## config.mk

```make
export PLATFORM = sky130hd
export DESIGN_NAME = mem_stage_flat
export DESIGN_NICKNAME = d
export VERILOG_FILES = /design/src/rtl/mem_stage_pkg.sv /design/src/rtl/mem_stage_if.sv /design/src/rtl/mem_access_fsm.sv /design/src/rtl/mem_stage.sv /design/src/flat_wrapper.sv
export SDC_FILE = /design/constraint.sdc
export NUM_CORES = 1
export LEC_CHECK = 0
export CORE_MARGIN = 1
export CORE_UTILIZATION = 55
export CTS_CLUSTER_DIAMETER = 40
export DETAILED_ROUTE_END_ITERATION = 8
export DONT_BUFFER_PORTS = 1
export GPL_TIMING_DRIVEN = 0
export HOLD_SLACK_MARGIN = 0.06
export PLACE_DENSITY = 0.7
export SYNTH_ARGS = -nofsm -noshare
export SYNTH_HDL_FRONTEND = slang
export SYNTH_SLANG_ARGS = --single-unit
```

## constraint.sdc

```tcl
create_clock -name clk -period 4.6 [get_ports clk]
set_input_delay 0.92 -clock clk [delete_from_list [all_inputs] [get_ports clk]]
set_output_delay 0.92 -clock clk [all_outputs]
set_load 0.005 [all_outputs]
```

## src/rtl/mem_stage_pkg.sv

```systemverilog
// Shared pipeline constants for the MEM stage: datapath widths and the
// encoding of the data-memory access FSM.
package mem_stage_pkg;

  localparam int DATA_WIDTH     = 16;
  localparam int ADDR_WIDTH     = 8;
  localparam int IMM8_WIDTH     = 8;
  localparam int REG_WIDTH      = 4;
  localparam int TIMEOUT_CYCLES = 15;

  typedef enum logic [1:0] {
    ST_IDLE = 2'd0,
    ST_WAIT = 2'd1,
    ST_HELD = 2'd2
  } mem_state_e;

  // Width of a counter that must be able to hold the value n.
  function automatic int cnt_width(input int n);
    return (n < 2) ? 1 : $clog2(n + 1);
  endfunction

endpackage

```

## src/rtl/mem_stage_if.sv

```systemverilog
// Data-memory request/acknowledge bus between the MEM stage (master) and
// the data memory (slave).
interface mem_stage_if
  import mem_stage_pkg::*;
#(
  parameter int DW = DATA_WIDTH,
  parameter int AW = ADDR_WIDTH
) ();

  logic          dmem_req_o;
  logic          dmem_we_o;
  logic [AW-1:0] dmem_addr_o;
  logic [DW-1:0] dmem_wdata_o;
  logic          dmem_ack_i;
  logic [DW-1:0] dmem_rdata_i;

  modport master (
    output dmem_req_o, dmem_we_o, dmem_addr_o, dmem_wdata_o,
    input  dmem_ack_i, dmem_rdata_i
  );

  modport slave (
    input  dmem_req_o, dmem_we_o, dmem_addr_o, dmem_wdata_o,
    output dmem_ack_i, dmem_rdata_i
  );

endinterface

```

## src/rtl/mem_access_fsm.sv

```systemverilog
// Data-memory access sequencer (IDLE/WAIT/HELD). Optional wait timeout is
// compiled in when MEM_TIMEOUT_EN is defined.
module mem_access_fsm
  import mem_stage_pkg::*;
#(
  parameter int TIMEOUT = TIMEOUT_CYCLES
) (
  input  logic clk,
  input  logic rst,
  input  logic mem_op_i,
  input  logic ack_i,
  input  logic stall_i,
  output logic req_o,
  output logic busy_o,
  output logic capture_o,
  output logic use_buf_o,
  output logic abort_o
);

  mem_state_e state_q, state_d;
  logic       timeout;

`ifdef MEM_TIMEOUT_EN
  localparam int CW = cnt_width(TIMEOUT);
  logic [CW-1:0] cnt_q, cnt_d;

  assign timeout = (state_q == ST_WAIT) && !ack_i && (cnt_q == CW'(TIMEOUT - 1));

  always_comb begin
    cnt_d = '0;
    if (state_q == ST_WAIT && !ack_i && !timeout) begin
      cnt_d = cnt_q + 1'b1;
    end
  end

  always_ff @(posedge clk) begin
    if (rst) begin
      cnt_q <= '0;
    end else begin
      cnt_q <= cnt_d;
    end
  end
`else
  assign timeout = 1'b0;
`endif

  always_comb begin
    state_d   = state_q;
    req_o     = 1'b0;
    busy_o    = 1'b0;
    capture_o = 1'b0;
    use_buf_o = 1'b0;
    abort_o   = 1'b0;
    unique case (state_q)
      ST_IDLE: begin
        req_o  = mem_op_i;
        busy_o = mem_op_i & ~ack_i;
        if (mem_op_i) begin
          if (!ack_i) begin
            state_d = ST_WAIT;
          end else if (stall_i) begin
            capture_o = 1'b1;
            state_d   = ST_HELD;
          end
        end
      end
      ST_WAIT: begin
        req_o  = 1'b1;
        busy_o = mem_op_i & ~ack_i;
        if (ack_i) begin
          if (stall_i) begin
            capture_o = 1'b1;
            state_d   = ST_HELD;
          end else begin
            state_d = ST_IDLE;
          end
        end else if (timeout) begin
          // Give up on the access: the stage stops stalling and emits a bubble.
          req_o   = 1'b0;
          busy_o  = 1'b0;
          abort_o = 1'b1;
          state_d = ST_IDLE;
        end
      end
      ST_HELD: begin
        use_buf_o = 1'b1;
        if (!stall_i) begin
          state_d = ST_IDLE;
        end
      end
      default: state_d = ST_IDLE;
    endcase
  end

  always_ff @(posedge clk) begin
    if (rst) begin
      state_q <= ST_IDLE;
    end else begin
      state_q <= state_d;
    end
  end

endmodule

```

## src/rtl/mem_stage.sv

```systemverilog
// MEM pipeline stage: forwarding/branch muxes, data-memory access and the
// MEM/WB register. Optional access timeout: define MEM_TIMEOUT_EN.
module mem_stage
  import mem_stage_pkg::*;
#(
  parameter int DATA_WIDTH     = mem_stage_pkg::DATA_WIDTH,
  parameter int ADDR_WIDTH     = mem_stage_pkg::ADDR_WIDTH,
  parameter int IMM8_WIDTH     = mem_stage_pkg::IMM8_WIDTH,
  parameter int REG_WIDTH      = mem_stage_pkg::REG_WIDTH,
  parameter int TIMEOUT_CYCLES = mem_stage_pkg::TIMEOUT_CYCLES
) (
  input  logic                  clk,
  input  logic                  rst,
  input  logic [ADDR_WIDTH-1:0] PCM_i,
  input  logic [DATA_WIDTH-1:0] WriteDataM_i,
  input  logic [IMM8_WIDTH-1:0] imm8M_i,
  input  logic [REG_WIDTH-1:0]  WriteRegM_i,
  input  logic [DATA_WIDTH-1:0] alu_outM_i,
  input  logic                  RegWriteM_i,
  input  logic                  BranchM_i,
  input  logic                  MemReadM_i,
  input  logic                  MemWriteM_i,
  input  logic                  MemToRegM_i,
  input  logic                  MovM_i,
  input  logic                  flush_MEM_WB_i,
  input  logic                  stall_MEM_WB_i,
  output logic                  mem_busy_o,
  mem_stage_if.master           dmem,
  output logic [DATA_WIDTH-1:0] WBResultM_o,
  output logic                  PCSrcM_o,
  output logic [ADDR_WIDTH-1:0] PCBranchM_o,
  output logic [DATA_WIDTH-1:0] ResultW_o,
  output logic [REG_WIDTH-1:0]  WriteRegW_o,
  output logic                  RegWriteW_o,
  output logic                  mem_err_o
);

  logic mem_op, req, busy, capture, use_buf, abort;

  logic [DATA_WIDTH-1:0] rbuf_q, rbuf_d;
  logic [DATA_WIDTH-1:0] result_q, result_d;
  logic [REG_WIDTH-1:0]  wreg_q, wreg_d;
  logic                  regw_q, regw_d;
  logic                  err_q, err_d;
  logic [DATA_WIDTH-1:0] rd_data;

  assign mem_op      = MemReadM_i | MemWriteM_i;
  assign WBResultM_o = MovM_i ? {{(DATA_WIDTH-IMM8_WIDTH){1'b0}}, imm8M_i} : alu_outM_i;
  assign PCSrcM_o    = BranchM_i & (alu_outM_i == '0);
  assign PCBranchM_o = PCM_i + ADDR_WIDTH'(imm8M_i);

  assign dmem.dmem_req_o   = req;
  assign dmem.dmem_we_o    = MemWriteM_i & req;
  assign dmem.dmem_addr_o  = alu_outM_i[ADDR_WIDTH-1:0];
  assign dmem.dmem_wdata_o = WriteDataM_i;
  assign mem_busy_o        = busy;

  mem_access_fsm #(
    .TIMEOUT (TIMEOUT_CYCLES)
  ) u_fsm (
    .clk       (clk),
    .rst       (rst),
    .mem_op_i  (mem_op),
    .ack_i     (dmem.dmem_ack_i),
    .stall_i   (stall_MEM_WB_i),
    .req_o     (req),
    .busy_o    (busy),
    .capture_o (capture),
    .use_buf_o (use_buf),
    .abort_o   (abort)
  );

  // Read data comes from the buffer once a stalled completion has parked it.
  assign rd_data = use_buf ? rbuf_q : dmem.dmem_rdata_i;

  always_comb begin
    rbuf_d   = capture ? dmem.dmem_rdata_i : rbuf_q;
    err_d    = abort;
    result_d = result_q;
    wreg_d   = wreg_q;
    regw_d   = regw_q;
    if (flush_MEM_WB_i) begin
      result_d = '0;
      wreg_d   = '0;
      regw_d   = 1'b0;
    end else if (stall_MEM_WB_i) begin
      result_d = result_q;
    end else if (busy || abort) begin
      result_d = '0;
      wreg_d   = '0;
      regw_d   = 1'b0;
    end else begin
      result_d = MemToRegM_i ? rd_data : WBResultM_o;
      wreg_d   = WriteRegM_i;
      regw_d   = RegWriteM_i;
    end
  end

  always_ff @(posedge clk) begin
    if (rst) begin
      rbuf_q   <= '0;
      result_q <= '0;
      wreg_q   <= '0;
      regw_q   <= 1'b0;
      err_q    <= 1'b0;
    end else begin
      rbuf_q   <= rbuf_d;
      result_q <= result_d;
      wreg_q   <= wreg_d;
      regw_q   <= regw_d;
      err_q    <= err_d;
    end
  end

  assign ResultW_o   = result_q;
  assign WriteRegW_o = wreg_q;
  assign RegWriteW_o = regw_q;
  assign mem_err_o   = err_q;

endmodule

```

## src/flat_wrapper.sv

```systemverilog
// flat-port wrapper written by rule: the top's interface ports become plain ports
module mem_stage_flat import mem_stage_pkg::*;
#(
  parameter int DATA_WIDTH     = mem_stage_pkg::DATA_WIDTH,
  parameter int ADDR_WIDTH     = mem_stage_pkg::ADDR_WIDTH,
  parameter int IMM8_WIDTH     = mem_stage_pkg::IMM8_WIDTH,
  parameter int REG_WIDTH      = mem_stage_pkg::REG_WIDTH,
  parameter int TIMEOUT_CYCLES = mem_stage_pkg::TIMEOUT_CYCLES
)
  (clk, rst, PCM_i, WriteDataM_i, imm8M_i, WriteRegM_i, alu_outM_i, RegWriteM_i, BranchM_i, MemReadM_i, MemWriteM_i, MemToRegM_i, MovM_i, flush_MEM_WB_i, stall_MEM_WB_i, mem_busy_o, WBResultM_o, PCSrcM_o, PCBranchM_o, ResultW_o, WriteRegW_o, RegWriteW_o, mem_err_o, dmem_dmem_req_o, dmem_dmem_we_o, dmem_dmem_addr_o, dmem_dmem_wdata_o, dmem_dmem_ack_i, dmem_dmem_rdata_i);
  mem_stage_if #(.DW(16), .AW(8)) dmem_i ();
  input  logic clk;
  input  logic rst;
  input  logic [ADDR_WIDTH-1:0] PCM_i;
  input  logic [DATA_WIDTH-1:0] WriteDataM_i;
  input  logic [IMM8_WIDTH-1:0] imm8M_i;
  input  logic [REG_WIDTH-1:0] WriteRegM_i;
  input  logic [DATA_WIDTH-1:0] alu_outM_i;
  input  logic RegWriteM_i;
  input  logic BranchM_i;
  input  logic MemReadM_i;
  input  logic MemWriteM_i;
  input  logic MemToRegM_i;
  input  logic MovM_i;
  input  logic flush_MEM_WB_i;
  input  logic stall_MEM_WB_i;
  output logic mem_busy_o;
  output logic [DATA_WIDTH-1:0] WBResultM_o;
  output logic PCSrcM_o;
  output logic [ADDR_WIDTH-1:0] PCBranchM_o;
  output logic [DATA_WIDTH-1:0] ResultW_o;
  output logic [REG_WIDTH-1:0] WriteRegW_o;
  output logic RegWriteW_o;
  output logic mem_err_o;
  output wire logic [$bits(dmem_i.dmem_req_o)-1:0] dmem_dmem_req_o;
  output wire logic [$bits(dmem_i.dmem_we_o)-1:0] dmem_dmem_we_o;
  output wire logic [$bits(dmem_i.dmem_addr_o)-1:0] dmem_dmem_addr_o;
  output wire logic [$bits(dmem_i.dmem_wdata_o)-1:0] dmem_dmem_wdata_o;
  input wire logic [$bits(dmem_i.dmem_ack_i)-1:0] dmem_dmem_ack_i;
  input wire logic [$bits(dmem_i.dmem_rdata_i)-1:0] dmem_dmem_rdata_i;
  assign dmem_dmem_req_o = dmem_i.dmem_req_o;
  assign dmem_dmem_we_o = dmem_i.dmem_we_o;
  assign dmem_dmem_addr_o = dmem_i.dmem_addr_o;
  assign dmem_dmem_wdata_o = dmem_i.dmem_wdata_o;
  assign dmem_i.dmem_ack_i = dmem_dmem_ack_i;
  assign dmem_i.dmem_rdata_i = dmem_dmem_rdata_i;
  mem_stage #(.DATA_WIDTH(DATA_WIDTH), .ADDR_WIDTH(ADDR_WIDTH), .IMM8_WIDTH(IMM8_WIDTH), .REG_WIDTH(REG_WIDTH), .TIMEOUT_CYCLES(TIMEOUT_CYCLES)) u_core (.clk(clk), .rst(rst), .PCM_i(PCM_i), .WriteDataM_i(WriteDataM_i), .imm8M_i(imm8M_i), .WriteRegM_i(WriteRegM_i), .alu_outM_i(alu_outM_i), .RegWriteM_i(RegWriteM_i), .BranchM_i(BranchM_i), .MemReadM_i(MemReadM_i), .MemWriteM_i(MemWriteM_i), .MemToRegM_i(MemToRegM_i), .MovM_i(MovM_i), .flush_MEM_WB_i(flush_MEM_WB_i), .stall_MEM_WB_i(stall_MEM_WB_i), .mem_busy_o(mem_busy_o), .dmem(dmem_i), .WBResultM_o(WBResultM_o), .PCSrcM_o(PCSrcM_o), .PCBranchM_o(PCBranchM_o), .ResultW_o(ResultW_o), .WriteRegW_o(WriteRegW_o), .RegWriteW_o(RegWriteW_o), .mem_err_o(mem_err_o));
endmodule
```

==> notes.md, run 1 <==
yosys + openroad results -> Clock Skews just over 0.006 ns, routed wire length per instance between 15 and 20 um, CTS buffer count 5, Clock Sinks 39, WP buf/inv 1, clock-pin slew on the worst setup and hold paths 0.07 ns, share of cells above drive strength 1 between 10% and 20%, area share, top type around 29%, Seq share, synth 28.8%, HPWL Detailed about 5000 um, Top FF cell, synth dfxtp_1, cell at the slowest stage of the critical path o311ai_0, Fin. Hold Viols 0, Adders+Majority by Area 3.96%, top cells, area dfxtp_1 29%, nand2b_1 7.6%, buf_4 6.9%, cell type with the largest total area dfxtp_1, Max-cap violations 0, CP delay by family, top AND-OR/OR-AND gates, Post-Syn Area about 0.0027 mm2, cts hold-fix bufs 0, register area 781 um2, Top Layer Used met4, Yosys chip area 0.00272 mm2, Initial DRT Pass Iterations 4, Crit Path Class in2out, Clk pwr share 33.0%, CP peak stage delay 0.50 ns, Seq pwr share around 46%, crit-path max FO 3, outcome finished clean, hold crit path type reg2reg, yosys aoi share 18.0%, setup bufs post-CTS 0, FP Rows 25, All-Layer GR Usage approximately a quarter, post-placement cell count approximately 380, total tool warning count 26, DRT antenna net count 0, largest net degree at the start of global routing 12, met1 wire length roughly 2700 um, Rel. slew slack 64.3%, fillers approximately 440, CP Capture Type output port, TNS Setup 0 ns, met3 wire len just over 500 um, Floorplan Nets around 400, Largest logic family simple AND/OR/NAND/NOR gates, DP Area between 0.002 and 0.003 mm2, Global Route met2 Usage a little over two fifths, CTS tree built, crit path DRT between 3 and 4 ns, internal power about 0.57 mW, DRC 0, first-pass GRT wire length 9930 um, LEAKAGE ~1.1 nW, yosys warns 0, Combinational Area 0.00155 mm2, Min Hold Slack 0.477 ns
-- run 1: worst min-delay path, stage by stage, from the launching register on --
cell	delay, ns
dfxtp_1	0.31
nand2b_1	0.06
mux2i_1	0.06
-- run 1: per-stage QoR --
stage          power [mW]  utilization [%]  setup slack (ns)
3_5_place_dp        0.531             59.3              1.43
5_1_grt             0.815             61.4              1.35
4_1_cts             0.784             61.4              1.42
2_1_floorplan       0.501                -              1.63
3_3_place_gp        0.529             59.3              1.46
6_report            0.779             61.4              1.43
-- run 1: logic make-up after synthesis --
logic type | after synthesis
compound gates | 62
simple gates | 104
fa+ha+maj | 8
mux | 24
xor+xnor | 4
flops | 39
buf+inv | 68
other cells | 1
-- run 1: synthesized netlist by cell type (2+ instances only) --
cell / instances
dfxtp_1: 39
nand2b_1: 33
buf_4: 25
inv_1: 23
o211ai_1: 19
a32o_1: 16
mux2i_1: 16
nand3b_1: 16
nor2b_1: 12
a21oi_1: 10
clkbuf_1: 9
buf_2: 8
ha_1: 7
nand2_1: 7
o311ai_0: 7
or2_0: 7
mux2_2: 6
or2_2: 6
nor2_1: 4
nor3_1: 4
nor4_1: 4
or2_1: 4
buf_6: 3
mux2_4: 2
o21ai_0: 2
o31a_1: 2
xnor2_1: 2
xor2_1: 2
-- run 1: cell type report --
class / count / area share (%)
Tap cell: 67 / 2.89
Clock buffer: 8 / 3.45
Multi-Input combinational cell: 203 / 53.6
Inverter: 23 / 2.98
Sequential cell: 39 / 26.9
Buffer: 45 / 10.2
-- run 1: sequential cells by signal, indices dropped and copies added, names as in the netlist --
name	count
u_core.rbuf_q	16
u_core.ResultW_o	16
u_core.WriteRegW_o	4
u_core.RegWriteW_o	1
u_core.u_fsm.state_q	2
-- run 1: final timing paths --
check                              endpoint                                  from  cells after the start  slack [ns]
max                          PCBranchM_o[6]                              PCM_i[0]                      6        1.43
min          u_core.rbuf_q[14]$_SDFFE_PP0P_        u_core.rbuf_q[14]$_SDFFE_PP0P_                      2        0.48
min reg2reg  u_core.rbuf_q[14]$_SDFFE_PP0P_        u_core.rbuf_q[14]$_SDFFE_PP0P_                      2        0.48
max reg2reg   u_core.rbuf_q[7]$_SDFFE_PP0P_  u_core.u_fsm.state_q[0]$_SDFFE_PP0P_                      4        3.02
-- run 1: power by group through the flow --
stage	Clock, mW	Combinational, mW	Sequential, mW
2_1_floorplan	0	0.136	0.365
3_3_place_gp	0	0.162	0.367
3_5_place_dp	0	0.163	0.368
4_1_cts	0.260	0.163	0.360
5_1_grt	0.274	0.180	0.362
6_report	0.257	0.162	0.360
-- run 1: cell usage in the layout (no fill, tap or decap), types with 6 or more instances in the layout --
cell type  Yosys  routed
dfxtp_1       39      39
nand2b_1      33      33
buf_4         25      25
inv_1         23      23
o211ai_1      19      19
nand3b_1      16      16
a32o_1        16      16
mux2i_1       16      16
nor2b_1       12      12
a21oi_1       10      10
clkbuf_1       9      10
buf_2          8       8
o311ai_0       7       7
nand2_1        7       7
or2_0          7       7
ha_1           7       7
clkbuf_8       0       7
mux2_2         6       6
or2_2          6       6
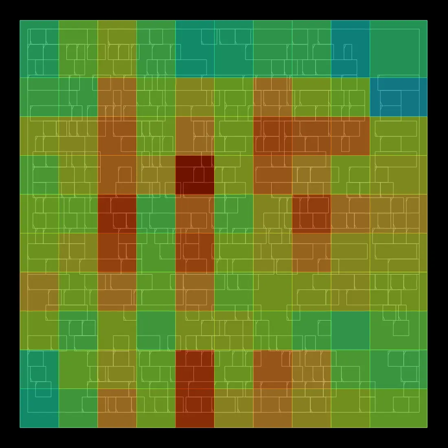
*Track usage over the die, run 1*
GR Layer Usage met1: 29.9%
final core occ: 61.4%

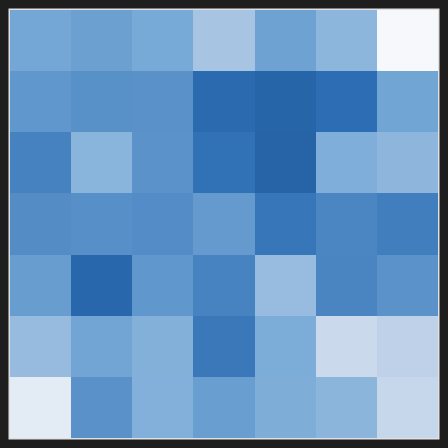
*Local utilization, run 1*
The die is cut into 7 by 7 equal tiles; white is low, dark blue is high, 0 to 100% covered.
mean over tiles	54%
tiles over 75% full	10%
fullest tile	79%
core area: 0.00472 mm2
FP Util: 57.5%

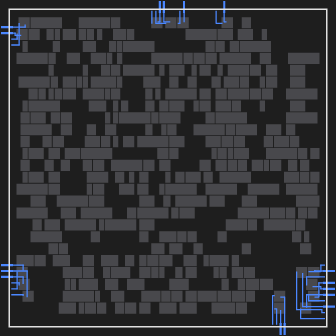
*Nets reached from selected ports, run 1*
port	colour	bits	direction	end cells	buffers	wire
dmem_dmem_wdata_o	blue	16	output	0	16	161 um
I/O Buffers: 0
# IOs: 153

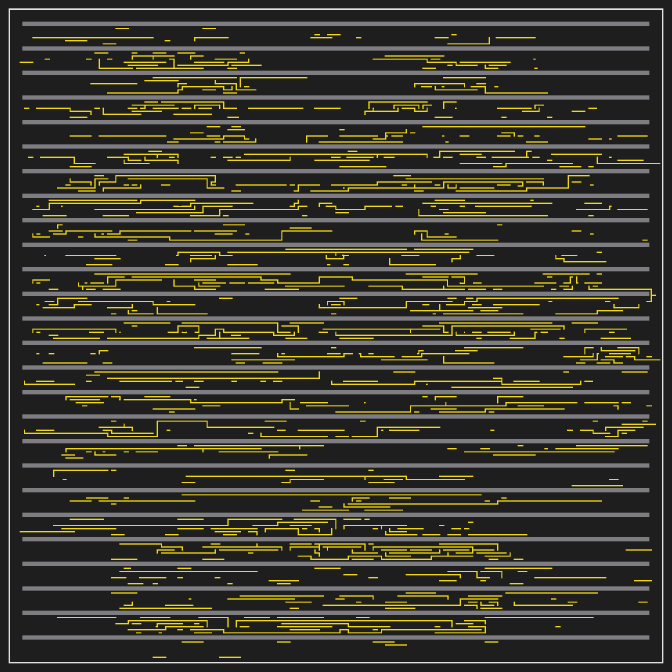
*Metal 1, run 1*
Supply wires on this layer in grey.
main direction	horizontal
wire length on this layer	2720 um
share of all routed wire	43%
longest straight run	33.1 um
nets with wire on the layer	364
WL final: 6290 um
DR vias: 2216

### Cells coloured by class, run 1

Bar = 20 um. Fill, decap, tap and diode cells in grey.
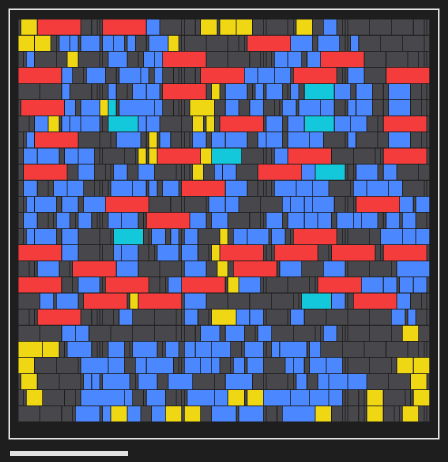

==> run 1 -> run 2 <==
- PLACE_DENSITY: 0.7 -> 0.73
- clock period: 4.6 -> 2.8 ns (I/O delays scaled with it)
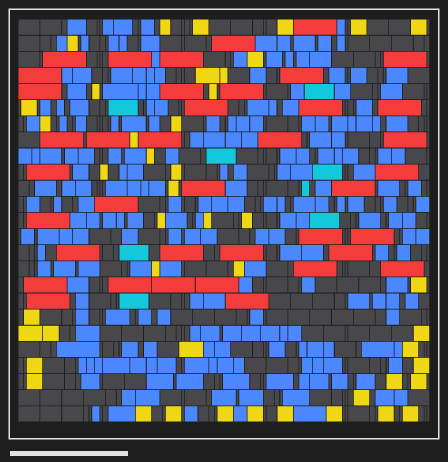
*Cells coloured by class, run 2*
Bar = 20 um. Fill, decap, tap and diode cells in grey.
class	colour	cells
other buffers and delay cells	yellow	45
clock drivers and dummy loads	cyan	8
flip-flops	red	39
all other logic	blue	226
flop share of the area: 26.9%
FP Rows: 25
cell area after layout: 0.00290 mm2

==> run 2 against run 1 <==
Net effect:
- die size is the same
- cell count is the same
- largest power group unchanged
- clock power grew 63%
- largest cell class unchanged
==> notes.md, run 2 <==
yosys + openroad results -> setup bufs post-CTS 0 (unchanged), Seq share, synth 28.8% (unchanged), Reg2Reg Setup Slack 1.17 ns (was 3.02 ns), CTS buffer count 5 (unchanged), DRT antenna net count 0 (unchanged), cell at the slowest stage of the critical path o311ai_0 (unchanged), WL final 6540 um (was 6290 um), internal power 0.931 mW (was 0.567 mW), total tool warning count 26 (unchanged), Clock Skews 0.00459 ns (was 0.00609 ns), Fin. Hold Viols 0 (unchanged), crit-path max FO 3 (unchanged), DR vias 2203 (was 2216), hold crit path type in2reg (was reg2reg), commonest non-fill, non-tap cells in the layout 39 x dfxtp_1, 33 x nand2b_1, 25 x buf_4, 23 x inv_1, 19 x o211ai_1 (unchanged), CP Capture Type output port (unchanged), CP peak stage delay 0.47 ns (was 0.50 ns), worst r2r dst u_core.rbuf_q[7]$_SDFFE_PP0P_ (unchanged), asr flop ratio synth 0% (unchanged), TNS Setup 0 ns (unchanged), final core occ 61.4% (unchanged), Rel. slew slack 66.4% (was 64.3%), Yosys chip area 0.00272 mm2 (unchanged), first-pass GRT wire length 10000 um (was 9930 um), outcome finished clean (unchanged), largest net degree at the start of global routing 12 (unchanged), cell type with the largest total area dfxtp_1 (unchanged), Cell Type Count 43 (unchanged), crit path to PCBranchM_o[6] (unchanged), LEAKAGE 1.10 nW (unchanged), fin worst setup slack 0.372 ns (was 1.43 ns), R2R depth 4 (unchanged), die boundary width 72.3 um (unchanged), Hold Path Origin dmem_dmem_rdata_i[2] (was u_core.rbuf_q[14]$_SDFFE_PP0P_), Crit Path Class in2out (unchanged), # setup viols final 0 (unchanged), cts hold-fix bufs 0 (unchanged), most numerous logic cell after layout dfxtp_1 (unchanged), CP cell instances ha_1 -> inv_1 -> fa_1 -> nor2b_1 -> o31a_1 -> o311ai_0 (unchanged), Floorplan Nets 397 (unchanged), crit path DRT 2.24 ns (was 3.68 ns), area share, top type 28.8% (unchanged), Gates resized, CTS repair 0 (unchanged), clock-pin slew on the worst setup and hold paths 0.07 ns (about the same), GR Layer Usage met1 30.7% (was 29.9%), most frequent cell after synthesis dfxtp_1 (unchanged), Crit. Startpoint PCM_i[0] (unchanged), Max-cap violations 0 (unchanged), top cells, area dfxtp_1 29%, nand2b_1 7.6%, buf_4 6.9% (unchanged), routed wire length per instance 17.0 um (was 16.3 um), All-Layer GR Usage 25.0% (was 24.6%), most frequent cells after synthesis 39 x dfxtp_1, 33 x nand2b_1, 25 x buf_4 (unchanged), Min Hold Slack 0.421 ns (was 0.477 ns), Clock Sinks 39 (unchanged), Seq pwr share 46.3% (was 46.2%), I/O Buffers 0 (unchanged), core area 0.00472 mm2 (unchanged), DRC 0 (unchanged), Post-Syn Area 0.00272 mm2 (unchanged), CTS tree built (unchanged), share of cells above drive strength 1 18.9% (unchanged), Initial DRT Pass Iterations 4 (unchanged), DP Area 0.00280 mm2 (unchanged), FF-to-FF Start u_core.u_fsm.state_q[0]$_SDFFE_PP0P_ (unchanged), Global Route met2 Usage 42.1% (was 41.8%), # IOs 153 (unchanged), cycle use final between 80% and 90%, Top FF cell, synth dfxtp_1 (unchanged), FP Util 57.5% (unchanged), post-place setup slack 0.357 ns (was 1.43 ns)
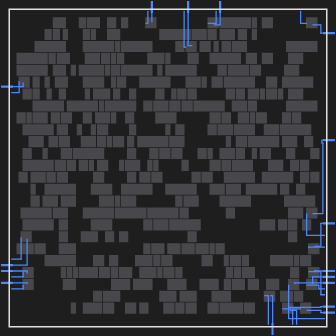
*Nets reached from selected ports, run 2*
port	colour	bits	direction	end cells	buffers	wire
dmem_dmem_wdata_o	blue	16	output	0	16	203 um

run 2: cell counts in the layout (fill, tap and decap cells not counted):
Identical to the previous run, type by type.
run 2: logic make-up (layout without fill, tap and decap cells):
kind of cell	after synthesis	in the layout	synth area share, %
compound gates	62	62	18.0
xor+xnor	4	4	1.29
fa+ha+maj	8	8	3.96
buf+inv	68	76	14.1
flops	39	39	28.8
mux	24	24	9.49
other cells	1	1	0.138
simple gates	104	104	24.3
run 2: area by class of cell:
type	instances	area, um2
fill	435	1820
inverter	23	86.3
sequential	39	781
buffer	45	295
tap	67	83.8
multi-input combinational	203	1550
clock buffer	8	100
run 2: stage by stage:
step / cells / total power [mW]
after global placement: 377 / 0.869
after global routing: 385 / 1.34
final: 385 / 1.28
after detailed placement: 377 / 0.874
after floorplan: 310 / 0.823
after CTS: 385 / 1.28
run 2: worst max-delay path: cells and delay by family:
kind                     cells  cell delay [ns]
buffers and inverters        1             0.08
adder cells (fa/ha/maj)      2             0.42
AND-OR/OR-AND                2             0.73
AND/OR/NAND/NOR              1             0.08
run 2: layer usage:
metal / part of all wire [%] / wire (um) / vias up
met2: 49 / 3180 / 98
met4: 1.2 / 76 / 0
met1: 42 / 2750 / 1005
met5: 0 / 0 / -
met3: 8.2 / 535 / 9
li1: - / - / 1091
run 2: how the worst min path moves through the flow:
stage,end,slack [ns],cells past startpoint
4_1_cts,u_core.rbuf_q[0]$_SDFFE_PP0P_,0.42,2
3_3_place_gp,u_core.rbuf_q[10]$_SDFFE_PP0P_,0.46,2
2_1_floorplan,u_core.WriteRegW_o[2]$_SDFFE_PP0N_,0.45,2
5_1_grt,u_core.rbuf_q[12]$_SDFFE_PP0P_,0.42,2
6_report,u_core.rbuf_q[2]$_SDFFE_PP0P_,0.42,2
3_5_place_dp,u_core.rbuf_q[1]$_SDFFE_PP0P_,0.47,2
run 2: power by group through the flow:
stage	clock (mW)	combinational (mW)	sequential, mW
after global placement	0	0.266	0.604
after global routing	0.450	0.298	0.594
after floorplan	0	0.223	0.600
after detailed placement	0	0.269	0.605
after CTS	0.423	0.271	0.592
final	0.418	0.269	0.592
No activity file was given, so power comes from the tool's default toggle rates.
